===== src/rtl/mvp_pkg.sv =====
// Shared types, widths and fixed-point helpers for the vertex matrix-vector path.
package mvp_pkg;

  localparam int WIDTH = 8;
  localparam int FRAC  = 7;

  // Truncated product keeps the integer bits of the full product (UQ2.7).
  localparam int PW = 2 * WIDTH - FRAC;
  // Row sum width: wide enough for the three terms once each product is limited.
  localparam int SW = WIDTH + 2;

  typedef logic [WIDTH-1:0] fx_t;
  typedef logic [PW-1:0]    prod_t;
  typedef logic [SW-1:0]    sum_t;

  // One row's worth of stage-1 state: two truncated products and the translation term.
  typedef struct packed {
    prod_t p0;
    prod_t p1;
    fx_t   tr;
  } row_s1_t;

  // Clamp a row sum to the output format; anything at or above 2^WIDTH saturates.
  function automatic fx_t fx_sat(input sum_t s);
    if (|s[SW-1:WIDTH]) begin
      return '1;
    end
    return s[WIDTH-1:0];
  endfunction

  // A single product at or above 2^WIDTH already forces saturation, so it is
  // limited to exactly 2^WIDTH before the add. The final clamped result is
  // unchanged and the three-term sum then always fits in SW bits.
  function automatic sum_t prod_lim(input prod_t p);
    if (p >= prod_t'(1 << WIDTH)) begin
      return sum_t'(1 << WIDTH);
    end
    return sum_t'(p);
  endfunction

endpackage


===== src/rtl/mvp_fxmul.sv =====
// Unsigned WIDTH x WIDTH fixed-point multiply, floor-truncated by FRAC bits.
module mvp_fxmul
  import mvp_pkg::*;
(
  input  logic [WIDTH-1:0] a_i,
  input  logic [WIDTH-1:0] b_i,
  output logic [PW-1:0]    p_o
);

  logic [2*WIDTH-1:0] full;

  assign full = a_i * b_i;
  // Dropping the low FRAC bits is a floor for unsigned operands.
  assign p_o  = full[2*WIDTH-1:FRAC];

endmodule


===== src/rtl/mvp_matvec.sv =====
// 2x4 MVP slice times homogeneous point [x, y, 0, 1], two-stage pipeline,
// saturating unsigned UQ1.7 outputs. One point accepted every clock.
module mvp_matvec
  import mvp_pkg::*;
(
  input  logic             clock,
  input  logic             io_aresetn,
  input  logic [WIDTH-1:0] io_vec4_0,
  input  logic [WIDTH-1:0] io_vec4_1,
  input  logic [WIDTH-1:0] io_mat4_0_0,
  input  logic [WIDTH-1:0] io_mat4_0_1,
  input  logic [WIDTH-1:0] io_mat4_0_2,
  input  logic [WIDTH-1:0] io_mat4_0_3,
  input  logic [WIDTH-1:0] io_mat4_1_0,
  input  logic [WIDTH-1:0] io_mat4_1_1,
  input  logic [WIDTH-1:0] io_mat4_1_2,
  input  logic [WIDTH-1:0] io_mat4_1_3,
  output logic [WIDTH-1:0] io_outVec4_0,
  output logic [WIDTH-1:0] io_outVec4_1
);

  // z coordinate of the homogeneous point; always zero for 2D input.
  localparam fx_t HOMO_Z = '0;

  fx_t     mat [2][4];
  prod_t   prod [2][2];
  row_s1_t s1_d [2];
  row_s1_t s1_q [2];
  sum_t    sum  [2];
  fx_t     out_d [2];
  fx_t     out_q [2];

  assign mat[0][0] = io_mat4_0_0;
  assign mat[0][1] = io_mat4_0_1;
  assign mat[0][2] = io_mat4_0_2;
  assign mat[0][3] = io_mat4_0_3;
  assign mat[1][0] = io_mat4_1_0;
  assign mat[1][1] = io_mat4_1_1;
  assign mat[1][2] = io_mat4_1_2;
  assign mat[1][3] = io_mat4_1_3;

  for (genvar r = 0; r < 2; r++) begin : g_row
    mvp_fxmul u_mul_x (
      .a_i (mat[r][0]),
      .b_i (io_vec4_0),
      .p_o (prod[r][0])
    );
    mvp_fxmul u_mul_y (
      .a_i (mat[r][1]),
      .b_i (io_vec4_1),
      .p_o (prod[r][1])
    );
  end

  // Stage-1 next state: products plus the w=1 translation column. The z column
  // is gated by z=0, so its contribution is identically zero and folds away.
  always_comb begin
    for (int r = 0; r < 2; r++) begin
      s1_d[r].p0 = prod[r][0];
      s1_d[r].p1 = prod[r][1];
      s1_d[r].tr = mat[r][3] | (mat[r][2] & HOMO_Z);
    end
  end

  // Stage-1 registers; reset clears them so no stale data survives a reset.
  always_ff @(posedge clock or negedge io_aresetn) begin
    if (!io_aresetn) begin
      for (int r = 0; r < 2; r++) begin
        s1_q[r] <= '0;
      end
    end else begin
      for (int r = 0; r < 2; r++) begin
        s1_q[r] <= s1_d[r];
      end
    end
  end

  // Stage-2 next state: add the three terms per row and saturate.
  always_comb begin
    for (int r = 0; r < 2; r++) begin
      sum[r]   = prod_lim(s1_q[r].p0) + prod_lim(s1_q[r].p1) + sum_t'(s1_q[r].tr);
      out_d[r] = fx_sat(sum[r]);
    end
  end

  // Stage-2 output registers.
  always_ff @(posedge clock or negedge io_aresetn) begin
    if (!io_aresetn) begin
      for (int r = 0; r < 2; r++) begin
        out_q[r] <= '0;
      end
    end else begin
      for (int r = 0; r < 2; r++) begin
        out_q[r] <= out_d[r];
      end
    end
  end

  assign io_outVec4_0 = out_q[0];
  assign io_outVec4_1 = out_q[1];

endmodule


===== config.mk =====
export PLATFORM = sky130hd
export DESIGN_NAME = mvp_matvec
export DESIGN_NICKNAME = d
export VERILOG_FILES = /design/src/rtl/mvp_pkg.sv /design/src/rtl/mvp_fxmul.sv /design/src/rtl/mvp_matvec.sv
export SDC_FILE = /design/constraint.sdc
export NUM_CORES = 1
export LEC_CHECK = 0
export ABC_CLOCK_PERIOD_IN_PS = 3050
export CORE_MARGIN = 1.5
export CORE_UTILIZATION = 30
export CTS_CLUSTER_DIAMETER = 60
export DETAILED_ROUTE_END_ITERATION = 10
export PLACE_DENSITY = 0.49
export SETUP_SLACK_MARGIN = 0.1
export SYNTH_ARGS = -nofsm -noshare
export SYNTH_HDL_FRONTEND = slang
export SYNTH_SLANG_ARGS = --single-unit
export TNS_END_PERCENT = 100

===== constraint.sdc =====
create_clock -name clock -period 3.05 [get_ports clock]
set_input_delay 0.305 -clock clock [delete_from_list [all_inputs] [get_ports clock]]
set_output_delay 0.305 -clock clock [all_outputs]
set_load 0.03 [all_outputs]

### The metal 1 layer, run 1

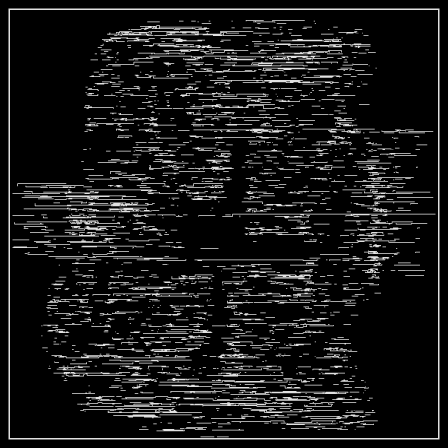
- main direction: horizontal
- longest straight run: 90.6 µm
- wire length on this layer: 10800 µm
- nets with wire on the layer: 1617

### Met2 routing, run 1

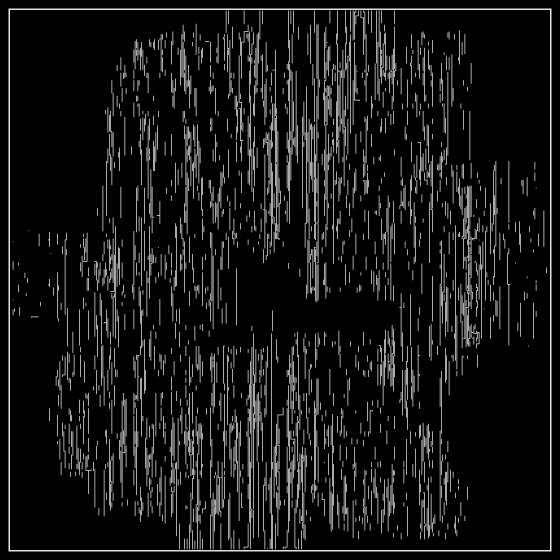
- longest straight run: 76.2 µm
- main direction: vertical
- nets with wire on the layer: 1518
- share of all routed wire: 51%

### The metal 3 layer, run 1

Scale bar: 50 µm.
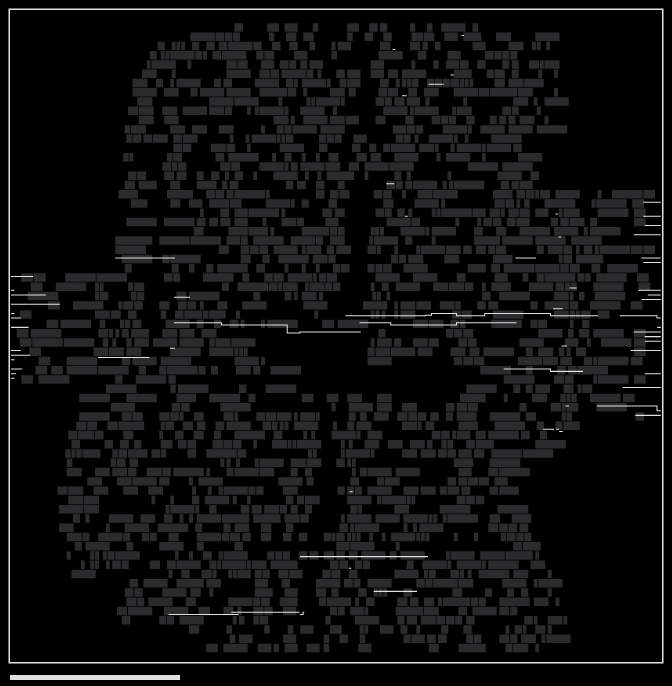
- nets with wire on the layer: 48
- wire length on this layer: 539 µm
- main direction: horizontal
- longest straight run: 37.3 µm

### Met4 routing, run 1

Scale bar: 50 µm.
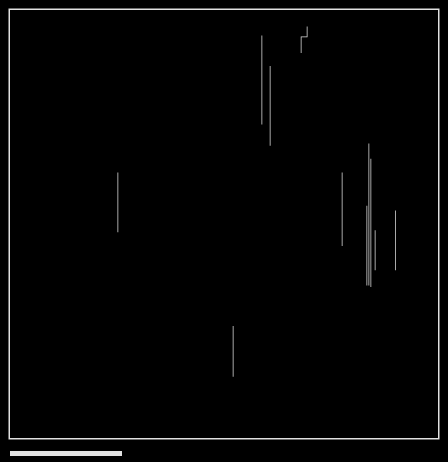
- nets with wire on the layer: 10
- main direction: vertical
- longest straight run: 63.2 µm
- wire length on this layer: 371 µm
- share of all routed wire: 1.6%

==> run 1: final timing paths <==
check	cells after the start	to	slack, ns	startpoint
worst max-delay path	15	s1_q[40]	-0.66	io_mat4_0_1[2]
worst min-delay path	1	s1_q[32]	0.05	io_aresetn
worst max register to register	11	io_outVec4_1[1]	0.12	s1_q[25]
worst min register to register	3	io_outVec4_1[0]	0.69	s1_q[17]
max in group asynchronous	1	s1_q[25]	2.41	io_aresetn
min in group clock	1	s1_q[5]	0.40	io_mat4_1_3[5]
==> run 1: worst register-to-register path, cell delays in order, from the launching register on <==
cell and delay (ns):
sky130_fd_sc_hd__dfrtp_1 0.44, sky130_fd_sc_hd__buf_4 0.19, sky130_fd_sc_hd__nor2b_1 0.17, sky130_fd_sc_hd__fa_1 0.44, sky130_fd_sc_hd__ha_1 0.37, sky130_fd_sc_hd__a21o_1 0.21, sky130_fd_sc_hd__a2bb2oi_2 0.21, sky130_fd_sc_hd__o2bb2ai_2 0.17
sky130_fd_sc_hd__xnor2_1 0.11, sky130_fd_sc_hd__o211ai_2 0.29, sky130_fd_sc_hd__buf_4 0.18, sky130_fd_sc_hd__nand2b_1 0.05
==> run 1: timing repair <==
action,in CTS,in global routing
pin swaps,107,92
setup endpoints to repair,52,52
resized,274,85
setup buffers,19,16
cloned,1,0
==> run 1: sequential cells by signal, indices dropped and copies added (netlist names) <==
register	flops
io_outVec4_0	8
s1_q	52
io_outVec4_1	8
==> run 1: layer usage <==
| layer | vias to the layer above | track usage (%) |
|---|---|---|
| met5 | - | 0 |
| met4 | 0 | 2.64 |
| met3 | 25 | 2.26 |
| met2 | 73 | 25.6 |
| met1 | 4040 | 17.6 |
| li1 | 4018 | - |
==> summary.txt, run 1 <==
Physical implementation.

- The synthesized-area fraction occupied by xor and xnor cells is 3.45%.
- The part of the cycle the worst path needs is 122%.
- The dominant power group in this design is combinational logic.
- The first-pass GRT wire length is 41.7 mm.
- The final-report hold violation count is 0.
- Per the slew report, the remaining headroom to the max-slew limit stands at 43.6%.
- Per the post-run analysis, buffers plus inverters along the critical path come to 3.
- The die is 191 µm tall.
- The number of max-slew violations in the final report is 0.
- The flow reports that sequential cells draw 11.9% of the design power.
- The run finished, with violations left.
- The power density over the cells is 795 mW/mm².
- The share of power burned in the clock network is 8.4%.
- Setup repair after global routing could not meet its margin everywhere.
- The post-route report lists met1 wire length as 10.8 mm.
- The area share of the leading cell type in the synthesized netlist is 29.7%.
- In this run, the synthesized area fraction spent on AND-OR/OR-AND gates is recorded as 6.67%.
- In this run the VDD rail shows a maximum IR drop of 0.513 mV.
- Global routing used 14.1% of the available tracks across all layers.
- Post-synthesis, Yosys gives the total cell area as 0.0107 mm².
- The clock buffer count is 10.
- The initial antenna violation count is 0.
- The total power draw is 11.7 mW.
- For this configuration, the core starts out at a cell density of 30.7%.
- The design area is 0.0147 mm².
- The required time of the critical path is 3.29 ns.
- The most common cell in the synthesized netlist is sky130_fd_sc_hd__and2_1.
- The share of synthesized area occupied by flip-flops and latches is 16.0%.
- TritonRoute output was used to compute an average wire per cell of 13.0 µm.
- For the pin with the worst max-slew slack, the measured transition is 0.846 ns.
- The biggest slice of the area belongs to logic gates.
- The first TritonRoute pass finished after 4 iterations.
- The minimum clock period is 3.71 ns.
- Of the total power, the share spent switching nets is 43.0%.
- The post-layout instance count excluding filler cells is 1842.
- Across the whole layout, storage elements make up 11.5% of the cell area.
- The x dimension of the die is 191 µm.
- The cell total after placement is 1796.
- The number of warnings printed during yosys synthesis is 0.
- The cell-mix breakdown from Yosys lists the adder-cell area share as 47.3%.
- The count of tool warnings is 45.
- Fill cells in the final layout number 3458.
- Measured on the final layout, buffering overhead outside the clock network stands at 16.7%.
- According to the I/O placement log, the pin count is 98.
- The worst slack on hold paths is 0.0532 ns.
- The path type of the worst setup path is in -> reg.
- The checks that failed: negative setup slack.
- The number of setup violations in the final report is 35.
- The area of the mapped netlist is 0.0107 mm².
- The number of cells reported by Yosys stat comes to 1096.
- Nets still carrying antenna violations after routing amount to 0.
- The count of plain and timing-repair buffers in the layout is 293.
- Per the detail_route log, met2 wirelength is 12.3 mm.
- The total met3 wirelength after detailed routing is 538 µm.
- The critical-path maximum fanout is 5.
- The total number of placement rows is 68.
- The number of buffers added on ports is 81.
- The clock transition at the register clock pins on the worst setup and hold paths after CTS is 0.05 ns.
- The fraction of layout cells with a size suffix above 1 is 31.3%.
- Leaving out fill and tap cells, the most frequent cell in the layout is sky130_fd_sc_hd__buf_4.
- The power report attributes to the combinational group a share of 79.7%.
- The sequential-cell power consumption is 1.39 mW.
- After technology mapping, the gate count stands at 1096.
- The nature of the critical path startpoint is a primary input.
- The final timing report gives a worst setup slack of -0.660 ns.
- The category of the worst setup path capture point is a flop.
- The detailed placement HPWL is 20.1 mm.
- The number of vias per cell is 4.43.
- The chip occupies 0.0367 mm².
### Track usage over the die, run 1

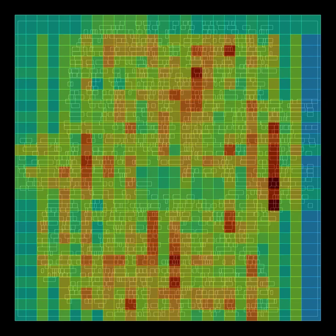

==> run 1 -> run 2 <==
Settings changed: CORE_MARGIN 1.5 to unset, CORE_UTILIZATION 30 to 45, PLACE_DENSITY 0.49 to 0.67.
### Track usage over the die, run 2

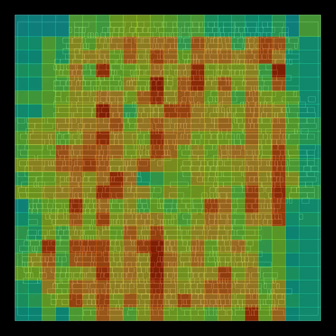
met1 Usage GRT: 26.3%
routing layer with the top usage in global route: met2

==> summary.txt, run 2 <==
Physical implementation.

- The start point of the critical path is io_vec4_0[2] (was io_mat4_0_1[2]).
- The leading cell type in the layout, fill and taps excluded is sky130_fd_sc_hd__buf_4 (unchanged).
- The worst reg-to-reg setup slack was 0.15 ns (was 0.12 ns).
- The height of the die is 156 µm (was 191 µm).
- The average wire per standard cell is 13.6 µm (was 13.0 µm).
- The initial antenna violation count is 0 (unchanged).
- The slack of the critical path is -0.702 ns (was -0.660 ns).
- The number of vias per cell was 4.87 (was 4.43).
- The path type of the worst setup path is in -> reg (unchanged).
- The area figure in the yosys stat output is 0.0107 mm² (unchanged).
- Unrepaired setup endpoints after global routing: true (unchanged).
- The combinational share of power is 80.7% (was 79.7%).
- The share of power burned in registers is 11.5% (was 11.9%).
- The number of setup violations in the final report was 35 (unchanged).
- The cell count of the worst reg-to-reg path is 11 (unchanged).
- Run status: finished with violations (unchanged).
- The final-report hold violation count is 0 (unchanged).
- The clock transition at the register clock pins on the worst setup and hold paths after CTS is 0.05 ns (about the same).
- The count of tool warnings is 45 (unchanged).
- The starting utilization of the core area is 46.5% (was 30.7%).
- The logic depth of the worst path, buffers included is 17 (was 15).
- The number of top-level pins is 98 (unchanged).
- The post-synthesis instance total came to 1096 (unchanged).
- The power density over the cells was 820 mW/mm² (was 795 mW/mm²).
- The relative max-transition margin was 50.9% (was 43.6%).
- The net switching fraction of the power was 43.4% (was 43.0%).
- The share of synthesized area occupied by flip-flops and latches came to 16.0% (unchanged).
- The number of warnings printed during yosys synthesis is 0 (unchanged).
- The critical-path maximum fanout was 5 (unchanged).
- The design area is 0.0149 mm² (was 0.0147 mm²).
- The part of the cycle the worst path needs is 123% (was 122%).
- The number of buffers added on ports is 81 (unchanged).
- The number of max-slew violations in the final report was 0 (unchanged).
- The share of power burned in the clock network is 7.8% (was 8.4%).
- The start of the worst register-to-register path is s1_q[25] (unchanged).
- The register with the most flip-flops is s1_q (unchanged).
- The yosys stat cell total is 1096 (unchanged).
- The detailed placement HPWL is 18.6 mm (was 20.1 mm).
- The transition time of the tightest slew-check pin is 0.736 ns (was 0.846 ns).
- The count of buffering cells on the critical path with inverters included is 5 (was 3).
- The number of antenna-violating nets in the routed design is 0 (unchanged).
- The x dimension of the die was 156 µm (was 191 µm).
- The area enclosed by the die boundary is 0.0243 mm² (was 0.0367 mm²).
- The total iterations of the first detailed-routing run is 4 (unchanged).
- The fraction of layout cells with a size suffix above 1 was 34.2% (was 31.3%).
- Violations in the final reports: negative setup slack (unchanged).
## run 2: how the worst min path moves through the flow
stage               depth (start not counted)        from              end
floorplan                                   0  io_aresetn  io_outVec4_0[0]
global placement                            1  io_aresetn  io_outVec4_0[7]
detailed placement                          1  io_aresetn  io_outVec4_0[7]
CTS                                         1  io_aresetn  io_outVec4_0[7]
global route                                1  io_aresetn  io_outVec4_0[7]
finish                                      1  io_aresetn  io_outVec4_0[7]
## run 2: layout make-up
cell class | count | area, µm²
clock buffer | 13 | 260
clock inverter | 2 | 10.0
fill | 1830 | 8030
inverter | 183 | 687
multi-input combinational | 828 | 9200
sequential | 68 | 1700
tap | 313 | 392
timing repair buffer | 301 | 2630
## run 2: kinds of logic (layout without fill, tap and decap cells)
group	after synthesis	in the layout	synth area share, %
AND-OR/OR-AND	108	108	6.67
flip-flops	68	68	16.0
XOR/XNOR	42	42	3.45
adder cells (fa/ha/maj)	308	308	47.3
multiplexers	2	2	0.188
buffers and inverters	200	499	7.05
AND/OR/NAND/NOR	368	368	19.4
## run 2: timing repair
action | 4_1_cts | 5_1_grt
pin swaps | 143 | 102
endpoints found under the setup margin | 52 | 52
gates cloned | 2 | 0
resized | 335 | 93
buffers inserted | 33 | 12
## run 2: power by group through the flow
stage                     sequential, mW  combinational [mW]  clock [mW]
final                               1.41                9.85       0.951
after global routing                1.43                11.0        1.02
after CTS                           1.38                8.94       0.975
after detailed placement            1.39                8.18           0
after global placement              1.39                8.01           0
after floorplan                     1.52                5.58           0
## run 2: routing by layer
| layer | track usage (%) | wire (µm) | up-vias |
|---|---|---|---|
| li1 | - | - | 4037 |
| met1 | 26.3 | 10200 | 4183 |
| met2 | 37.5 | 12200 | 76 |
| met3 | 2.33 | 444 | 26 |
| met4 | 4.58 | 418 | 0 |
| met5 | 0 | 0 | - |
### The metal 1 layer, run 2

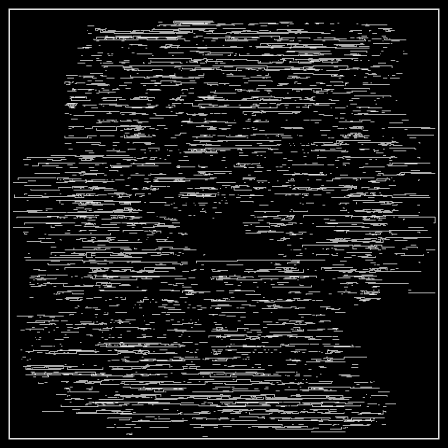

==> run 2 -> run 3 <==
Settings changed: SETUP_SLACK_MARGIN 0.1 to unset, SKIP_LAST_GASP set to 1.
### The metal 1 layer, run 3

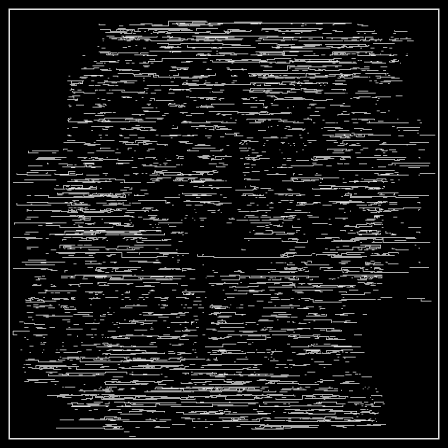
- longest straight run: 52.0 µm
- nets with wire on the layer: 1598
- main direction: horizontal
- share of all routed wire: 44%
- wire length on this layer: 10000 µm

==> summary.txt, run 3 <==
Physical implementation.

- The number of top-level pins is 98 (unchanged).
- The most common cell in the synthesized netlist is sky130_fd_sc_hd__and2_1 (unchanged).
- The number of antenna-violating nets in the routed design is 0 (unchanged).
- Run status: finished with violations (unchanged).
- The global-route usage over all layers is 20.4% (was 20.7%).
- The total number of placement rows came to 55 (unchanged).
- The worst reg-to-reg setup slack is 0.10 ns (was 0.15 ns).
- The register with the most flip-flops is s1_q (unchanged).
- Violations in the final reports: negative setup slack (unchanged).
- The count of plain and timing-repair buffers in the layout is 288 (was 301).
- The category of the worst setup path capture point is a flop (unchanged).
- The top layer used by detailed routing is met4 (unchanged).
- The slack of the critical path is -0.784 ns (was -0.702 ns).
- The post-CTS setup buffer count is 26 (was 33).
- The post-synthesis instance total is 1096 (unchanged).
- The minimum clock period is 3.83 ns (was 3.75 ns).
- The area enclosed by the die boundary is 0.0243 mm² (unchanged).
- The number of buffers added on ports is 81 (unchanged).
- The final-report hold violation count came to 0 (unchanged).
- The number of setup violations in the final report is 35 (unchanged).
- The area of combinational cells with multiple inputs is 0.00904 mm² (was 0.00920 mm²).
- The x dimension of the die was 156 µm (unchanged).
- The area of the mapped netlist is 0.0107 mm² (unchanged).
- The nature of the critical path startpoint is a primary input (unchanged).
- The cell total after placement was 1648 (was 1650).
- The detailed placement HPWL is 18.5 mm (was 18.6 mm).
- The yosys stat cell total is 1096 (unchanged).
- The transition time of the tightest slew-check pin is 0.830 ns (was 0.736 ns).
- The first-pass GRT wire length is 40.0 mm (was 40.5 mm).
- The relative area of clock buffers and inverters in the final design came to 1.85% (was 1.82%).
- The number of logic inverters in the finished layout is 183 (unchanged).
- The area figure in the yosys stat output is 0.0107 mm² (unchanged).
- The relative max-transition margin is 44.7% (was 50.9%).
- The area share of the leading cell type in the synthesized netlist is 29.7% (unchanged).
- The multi-input combinational gate total is 828 (unchanged).
- The initial antenna violation count was 0 (unchanged).
- The starting utilization of the core area is 46.5% (unchanged).
- The count of buffering cells on the critical path with inverters included is 6 (was 5).
- The proportion of cell area occupied by multi-input gates is 62.2% (was 61.8%).
- The leading cell type in the layout, fill and taps excluded is sky130_fd_sc_hd__buf_4 (unchanged).
- The final sequential cell count was 68 (unchanged).
- The post-layout instance count excluding filler cells was 1696 (was 1708).
-- run 3: cell counts after synthesis --
No cell type changed its count.
-- run 3: how the worst max path moves through the flow --
stage	startpoint	to	slack, ns
floorplan	io_vec4_1[3]	s1_q[40]	-1.00
detailed placement	io_vec4_1[2]	s1_q[40]	-1.64
CTS	io_vec4_0[3]	s1_q[48]	-0.91
global placement	io_vec4_1[2]	s1_q[40]	-1.58
global route	io_vec4_0[3]	s1_q[50]	-0.89
finish	io_vec4_0[3]	s1_q[51]	-0.78
-- run 3: where the power goes --
part | switching [mW] | internal (mW) | leakage (nW) | total, mW
registers | 0.0917 | 1.30 | 0.774 | 1.39
logic | 4.67 | 4.71 | 6.38 | 9.39
clock network | 0.378 | 0.544 | 0.131 | 0.922
-- run 3: per-stage QoR --
| step | cell area, µm² | setup TNS (ns) | hold WS, ns |
|---|---|---|---|
| 4_1_cts | 14300 | -21.73 | 0.192 |
| 3_3_place_gp | 13400 | -45.96 | 0.536 |
| 6_report | 14500 | -19.64 | 0.141 |
| 3_5_place_dp | 13400 | -47.77 | 0.540 |
| 5_1_grt | 14500 | -24.06 | 0.230 |
| 2_1_floorplan | 11100 | -17.57 | 0.00941 |
-- run 3: kinds of logic (layout without fill, tap and decap cells) --
logic type	Yosys count	after routing	share of synthesized area, %
DFF	68	68	16.0
adders and majority gates	308	308	47.3
xor gates and xnor gates	42	42	3.45
muxes	2	2	0.188
buffers and inverters	200	487	7.05
AOI/OAI and AO/OA	108	108	6.67
and+or+nand+nor	368	368	19.4
-- run 3: routing by layer --
metal  vias to the layer above  track usage, %
met5                         -               0
met4                         0            4.11
met3                        27            2.61
met2                        98            37.3
met1                      4099            25.7
li1                       4013               -
Power figures rest on the tool's default switching activity, not on a simulated workload.
